<file path="src/rtl/id_stage_pipelined.sv">
// Decode stage of the 5-stage MIPS pipeline: register file with write-before-read
// bypass, control decode, load-use stall detection and the registered ID/EX stage.
module id_stage_pipelined #(
    parameter int DATA_W      = 32,
    parameter int REG_ADDR_W  = 5,
    parameter bit ZERO_REG_EN = 1'b1
) (
    input  logic                  clk,
    input  logic                  reset,
    input  logic                  in_valid,
    input  logic [31:0]           in_instruction,
    input  logic [DATA_W-1:0]     in_pc,
    input  logic                  wb_we,
    input  logic [REG_ADDR_W-1:0] wb_reg,
    input  logic [DATA_W-1:0]     wb_data,
    input  logic                  ex_flush,
    output logic                  stall_out,
    output logic                  ex_valid,
    output logic [DATA_W-1:0]     ex_rs_data,
    output logic [DATA_W-1:0]     ex_rt_data,
    output logic [DATA_W-1:0]     ex_imm,
    output logic [REG_ADDR_W-1:0] ex_rs,
    output logic [REG_ADDR_W-1:0] ex_rt,
    output logic [REG_ADDR_W-1:0] ex_rd,
    output logic [DATA_W-1:0]     ex_pc,
    output logic                  ex_RegDst,
    output logic                  ex_RegWrite,
    output logic                  ex_ALUSrc,
    output logic                  ex_MemWrite,
    output logic                  ex_MemRead,
    output logic                  ex_MemToReg,
    output logic                  ex_Branch,
    output logic [1:0]            ex_load_mode,
    output logic [2:0]            ex_ALUOp
);

    localparam int NUM_REGS = 2**REG_ADDR_W;

    localparam logic [5:0] OP_RTYPE = 6'h00;
    localparam logic [5:0] OP_LW    = 6'h23;
    localparam logic [5:0] OP_LH    = 6'h21;
    localparam logic [5:0] OP_LB    = 6'h20;
    localparam logic [5:0] OP_SW    = 6'h2B;
    localparam logic [5:0] OP_BEQ   = 6'h04;
    localparam logic [5:0] OP_ADDI  = 6'h08;

    typedef enum logic [2:0] {
        ALU_ADD   = 3'b000,
        ALU_SUB   = 3'b001,
        ALU_FUNCT = 3'b010
    } alu_op_t;

    typedef struct packed {
        logic       reg_dst;
        logic       reg_write;
        logic       alu_src;
        logic       mem_write;
        logic       mem_read;
        logic       mem_to_reg;
        logic       branch;
        logic [1:0] load_mode;
        alu_op_t    alu_op;
    } ctrl_t;

    logic [DATA_W-1:0]     regs [NUM_REGS];
    logic [5:0]            opcode;
    logic [REG_ADDR_W-1:0] rs, rt, rd;
    logic [DATA_W-1:0]     rs_data, rt_data;
    ctrl_t                 dec_ctrl, ex_ctrl;
    logic                  uses_rt, hazard, bubble;

    assign opcode = in_instruction[31:26];
    assign rs     = REG_ADDR_W'(in_instruction[25:21]);
    assign rt     = REG_ADDR_W'(in_instruction[20:16]);
    assign rd     = REG_ADDR_W'(in_instruction[15:11]);

    // NOTE: the register file is cleared element by element on reset so every
    // register reads zero afterwards; this rules out mapping it onto a RAM macro.
    always_ff @(posedge clk or posedge reset) begin
        if (reset) begin
            for (int i = 0; i < NUM_REGS; i++) regs[i] <= '0;
        end else if (wb_we && !(ZERO_REG_EN && wb_reg == '0)) begin
            regs[wb_reg] <= wb_data;
        end
    end

    // Write-back in the same cycle wins over the stored value.
    function automatic logic [DATA_W-1:0] read_reg(input logic [REG_ADDR_W-1:0] addr);
        if (ZERO_REG_EN && addr == '0) return '0;
        if (wb_we && wb_reg == addr)   return wb_data;
        return regs[addr];
    endfunction

    assign rs_data = read_reg(rs);
    assign rt_data = read_reg(rt);

    // NOTE: every field gets a default before the case so no path leaves a latch.
    always_comb begin
        dec_ctrl = '0;
        case (opcode)
            OP_RTYPE: begin
                dec_ctrl.reg_dst   = 1'b1;
                dec_ctrl.reg_write = 1'b1;
                dec_ctrl.alu_op    = ALU_FUNCT;
            end
            OP_LW, OP_LH, OP_LB: begin
                dec_ctrl.reg_write  = 1'b1;
                dec_ctrl.alu_src    = 1'b1;
                dec_ctrl.mem_read   = 1'b1;
                dec_ctrl.mem_to_reg = 1'b1;
                dec_ctrl.alu_op     = ALU_ADD;
                dec_ctrl.load_mode  = (opcode == OP_LH) ? 2'b01 :
                                      (opcode == OP_LB) ? 2'b10 : 2'b00;
            end
            OP_SW: begin
                dec_ctrl.alu_src   = 1'b1;
                dec_ctrl.mem_write = 1'b1;
                dec_ctrl.alu_op    = ALU_ADD;
            end
            OP_BEQ: begin
                dec_ctrl.branch = 1'b1;
                dec_ctrl.alu_op = ALU_SUB;
            end
            OP_ADDI: begin
                dec_ctrl.reg_write = 1'b1;
                dec_ctrl.alu_src   = 1'b1;
                dec_ctrl.alu_op    = ALU_ADD;
            end
            default: ;
        endcase
    end

    // Only instructions that actually read rt can collide with a load on rt.
    assign uses_rt   = (opcode == OP_RTYPE) || (opcode == OP_SW) || (opcode == OP_BEQ);
    assign hazard    = ex_valid && ex_ctrl.mem_read && (ex_rt != '0) && in_valid &&
                       ((ex_rt == rs) || (uses_rt && ex_rt == rt));
    assign stall_out = hazard && !ex_flush;
    assign bubble    = ex_flush || !in_valid || hazard;

    // NOTE: sequential state uses non-blocking assignments so all flops sample
    // the same pre-edge values regardless of statement order.
    always_ff @(posedge clk or posedge reset) begin
        if (reset) begin
            ex_valid   <= 1'b0;
            ex_ctrl    <= '0;
            ex_rs_data <= '0;
            ex_rt_data <= '0;
            ex_imm     <= '0;
            ex_rs      <= '0;
            ex_rt      <= '0;
            ex_rd      <= '0;
            ex_pc      <= '0;
        end else begin
            ex_valid   <= !bubble;
            ex_ctrl    <= bubble ? ctrl_t'('0) : dec_ctrl;
            ex_rs_data <= rs_data;
            ex_rt_data <= rt_data;
            ex_imm     <= DATA_W'($signed(in_instruction[15:0]));
            ex_rs      <= rs;
            ex_rt      <= rt;
            ex_rd      <= rd;
            ex_pc      <= in_pc;
        end
    end

    assign ex_RegDst    = ex_ctrl.reg_dst;
    assign ex_RegWrite  = ex_ctrl.reg_write;
    assign ex_ALUSrc    = ex_ctrl.alu_src;
    assign ex_MemWrite  = ex_ctrl.mem_write;
    assign ex_MemRead   = ex_ctrl.mem_read;
    assign ex_MemToReg  = ex_ctrl.mem_to_reg;
    assign ex_Branch    = ex_ctrl.branch;
    assign ex_load_mode = ex_ctrl.load_mode;
    assign ex_ALUOp     = ex_ctrl.alu_op;

endmodule

</file>
<file path="config.mk">
export PLATFORM = sky130hd
export DESIGN_NAME = id_stage_pipelined
export DESIGN_NICKNAME = d
export VERILOG_FILES = /design/src/rtl/id_stage_pipelined.sv
export SDC_FILE = /design/constraint.sdc
export NUM_CORES = 2
export LEC_CHECK = 0
export CORE_ASPECT_RATIO = 1.1
export CORE_MARGIN = 2
export CORE_UTILIZATION = 61
export CTS_CLUSTER_DIAMETER = 200
export DETAILED_ROUTE_END_ITERATION = 16
export GPL_ROUTABILITY_DRIVEN = 0
export PLACE_DENSITY = 0.9
export SYNTH_ARGS = -nofsm -noshare
export SYNTH_HDL_FRONTEND = slang
export SYNTH_SLANG_ARGS = --single-unit
</file>
<file path="constraint.sdc">
create_clock -name clk -period 52.7 [get_ports clk]
set_input_delay 10.54 -clock clk [delete_from_list [all_inputs] [get_ports clk]]
set_output_delay 10.54 -clock clk [all_outputs]
set_load 0.03 [all_outputs]
</file>
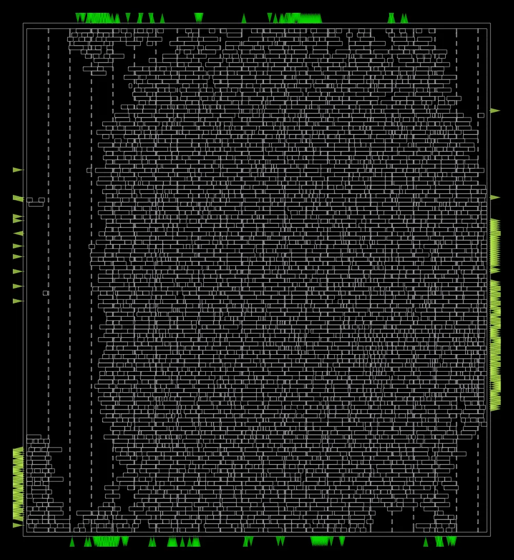
(placed standard cells)
share of the core filled with cells: 68.5%
# rows: 119

==> PnR_summary.wiki <==
== Run summary ==
{| class="wikitable"
! Metric !! Value
|-
| Die height || 330 um
|-
| Unique cell types || about 70
|-
| Number of filler cells placed in the layout || between 5000 and 6000
|-
| Most frequently placed logic cell in the final layout || sky130_fd_sc_hd__dfrtp_1
|-
| Inverters, non-clock || 4
|-
| Resized cells post-CTS || 0
|-
| Met3 demand-to-capacity share in global routing || between 10% and 20%
|-
| Remaining number of nets flagged by the antenna check after routing || 0
|-
| Part of the Yosys area used for sequential elements || 49.1%
|-
| Root Buffer || sky130_fd_sc_hd__clkbuf_16
|-
| Tot Pwr || between 2 and 3 mW
|-
| Final Routed Wirelength || 186000 um
|-
| Footprint of the multi-input gates || 0.0278 mm2
|-
| Post-route minimum period || approximately 24 ns
|-
| Startpoint of the worst register-to-register path || regs[768]
|-
| Yosys-reported design area after synthesis || ~0.059 mm2
|-
| Wire length on met1 || ~63000 um
|-
| Post-route insts no fill || 5427
|-
| Share of cells above drive strength 1 || about two fifths
|-
| Post-detailed-route DRC marker count || 0
|-
| Logic depth of the worst register-to-register path || 4
|-
| Flip-flop and latch share of the layout cell area || between 40% and 50%
|-
| Max-cap viol count || 0
|-
| Critical Path End Type || primary output
|-
| Area of the die || 0.0991 mm2
|-
| Arrival time at the worst endpoint || 13.12 ns
|-
| Wire length of the first global-routing pass || between 200000 and 300000 um
|-
| Hold_sp || regs[1011]
|-
| # IOs || between 200 and 300
|-
| Sum of overflow across all layers after global routing || 0
|-
| Largest net degree at the start of global routing || 123
|-
| Maximum clock insertion buffer count || 3
|-
| Parity-gate share of the synthesized area counting xor and xnor cells || less than 1%
|-
| Count of clock-net buffers in the final layout || roughly 160
|-
| Slew margin rel. || a little under a tenth
|-
| Detailed-routing iteration count for the pre-antenna-repair pass || 6
|-
| Critical path fanouts, max || 8
|-
| Number of global-route vias before repair || 42235
|-
| Worst Hold End || regs[1011]
|-
| Req. time, crit path || roughly 42 ns
|-
| Average instance area after synthesis || ~15 um2
|-
| Worst setup SP type || primary input
|-
| Clk pin slew, worst setup/hold paths || 0.06 ns
|-
| Area fraction in compound gates || 5.64%
|-
| Share of flip-flops with an asynchronous set or reset || 100%
|-
| Global-route total usage across every layer || 37.7%
|-
| Top logic family || multiplexers
|-
| Outcome || finished clean
|-
| Proportion of final cell area spent on non-clock buffers || 5.12%
|-
| TritonCTS clock tree || built
|-
| Post-CTS Hold Fix Bufs || 0
|-
| Type of the worst setup path || in2out
|-
| Number of violations reported at the end of detailed-routing iteration 0 || approximately 5600
|-
| Setup fix buffers added after clock tree synthesis || 0
|-
| Cell type with the highest aggregate area in the netlist || sky130_fd_sc_hd__dfrtp_1
|}
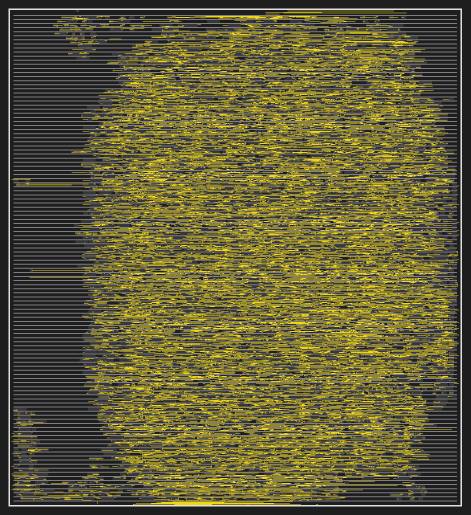
(metal 1)
Scale: 1.5 px per um. Supply wires on this layer in grey.
share of all routed wire = 34%
nets with wire on the layer = 3917
main direction = horizontal
wire length on this layer = 62.8 mm
longest straight run = 103 um

[stage by stage]
step / hold slack, ns / area [um2] / setup slack (ns)
after floorplan: 0.438 / 58900 / 9.57
after global placement: 0.377 / 61700 / 29.07
after detailed placement: 0.385 / 61700 / 29.05
after CTS: 0.398 / 65500 / 29.06
after global routing: 0.411 / 65500 / 28.86
final: 0.402 / 65600 / 29.04
[report_power, final]
group | switching (mW) | leakage, nW | internal (mW)
Clock | 0.365 | 1.91 | 0.474
Sequential | 0.125 | 14.8 | 1.05
Combinational | 0.225 | 11.8 | 0.283
[sequential cells by signal, summed over array words and instances, names as in the netlist]
name          cells
ex_MemRead        1
ex_ALUOp          2
ex_MemWrite       1
ex_RegDst         1
regs           1024
ex_valid          1
ex_load_mode      2
ex_Branch         1
ex_rd             4
ex_RegWrite       1
ex_rt             5
ex_ALUSrc         1
ex_imm           12
ex_rs_data       32
ex_rt_data       32
ex_pc            32
ex_rs             5
[worst max path at each step]
stage / cells past startpoint / startpoint / to / slack, ns
4_1_cts: 7 / in_instruction[26] / stall_out / 29.06
6_report: 7 / in_instruction[26] / stall_out / 29.04
2_1_floorplan: 1 / reset / ex_ALUOp[0] / 9.57
5_1_grt: 7 / in_instruction[26] / stall_out / 28.86
3_3_place_gp: 7 / in_instruction[26] / stall_out / 29.07
3_5_place_dp: 7 / in_instruction[26] / stall_out / 29.05
[worst max-delay path, cell delays in order]
cell	delay [ns]
sky130_fd_sc_hd__clkdlybuf4s50_1	0.53
sky130_fd_sc_hd__or4_4	0.62
sky130_fd_sc_hd__o21a_1	0.14
sky130_fd_sc_hd__nor4_1	0.32
sky130_fd_sc_hd__o2111ai_2	0.16
sky130_fd_sc_hd__nor2_1	0.14
sky130_fd_sc_hd__clkdlybuf4s50_1	0.67
Power is estimated from default activity; no workload was simulated.
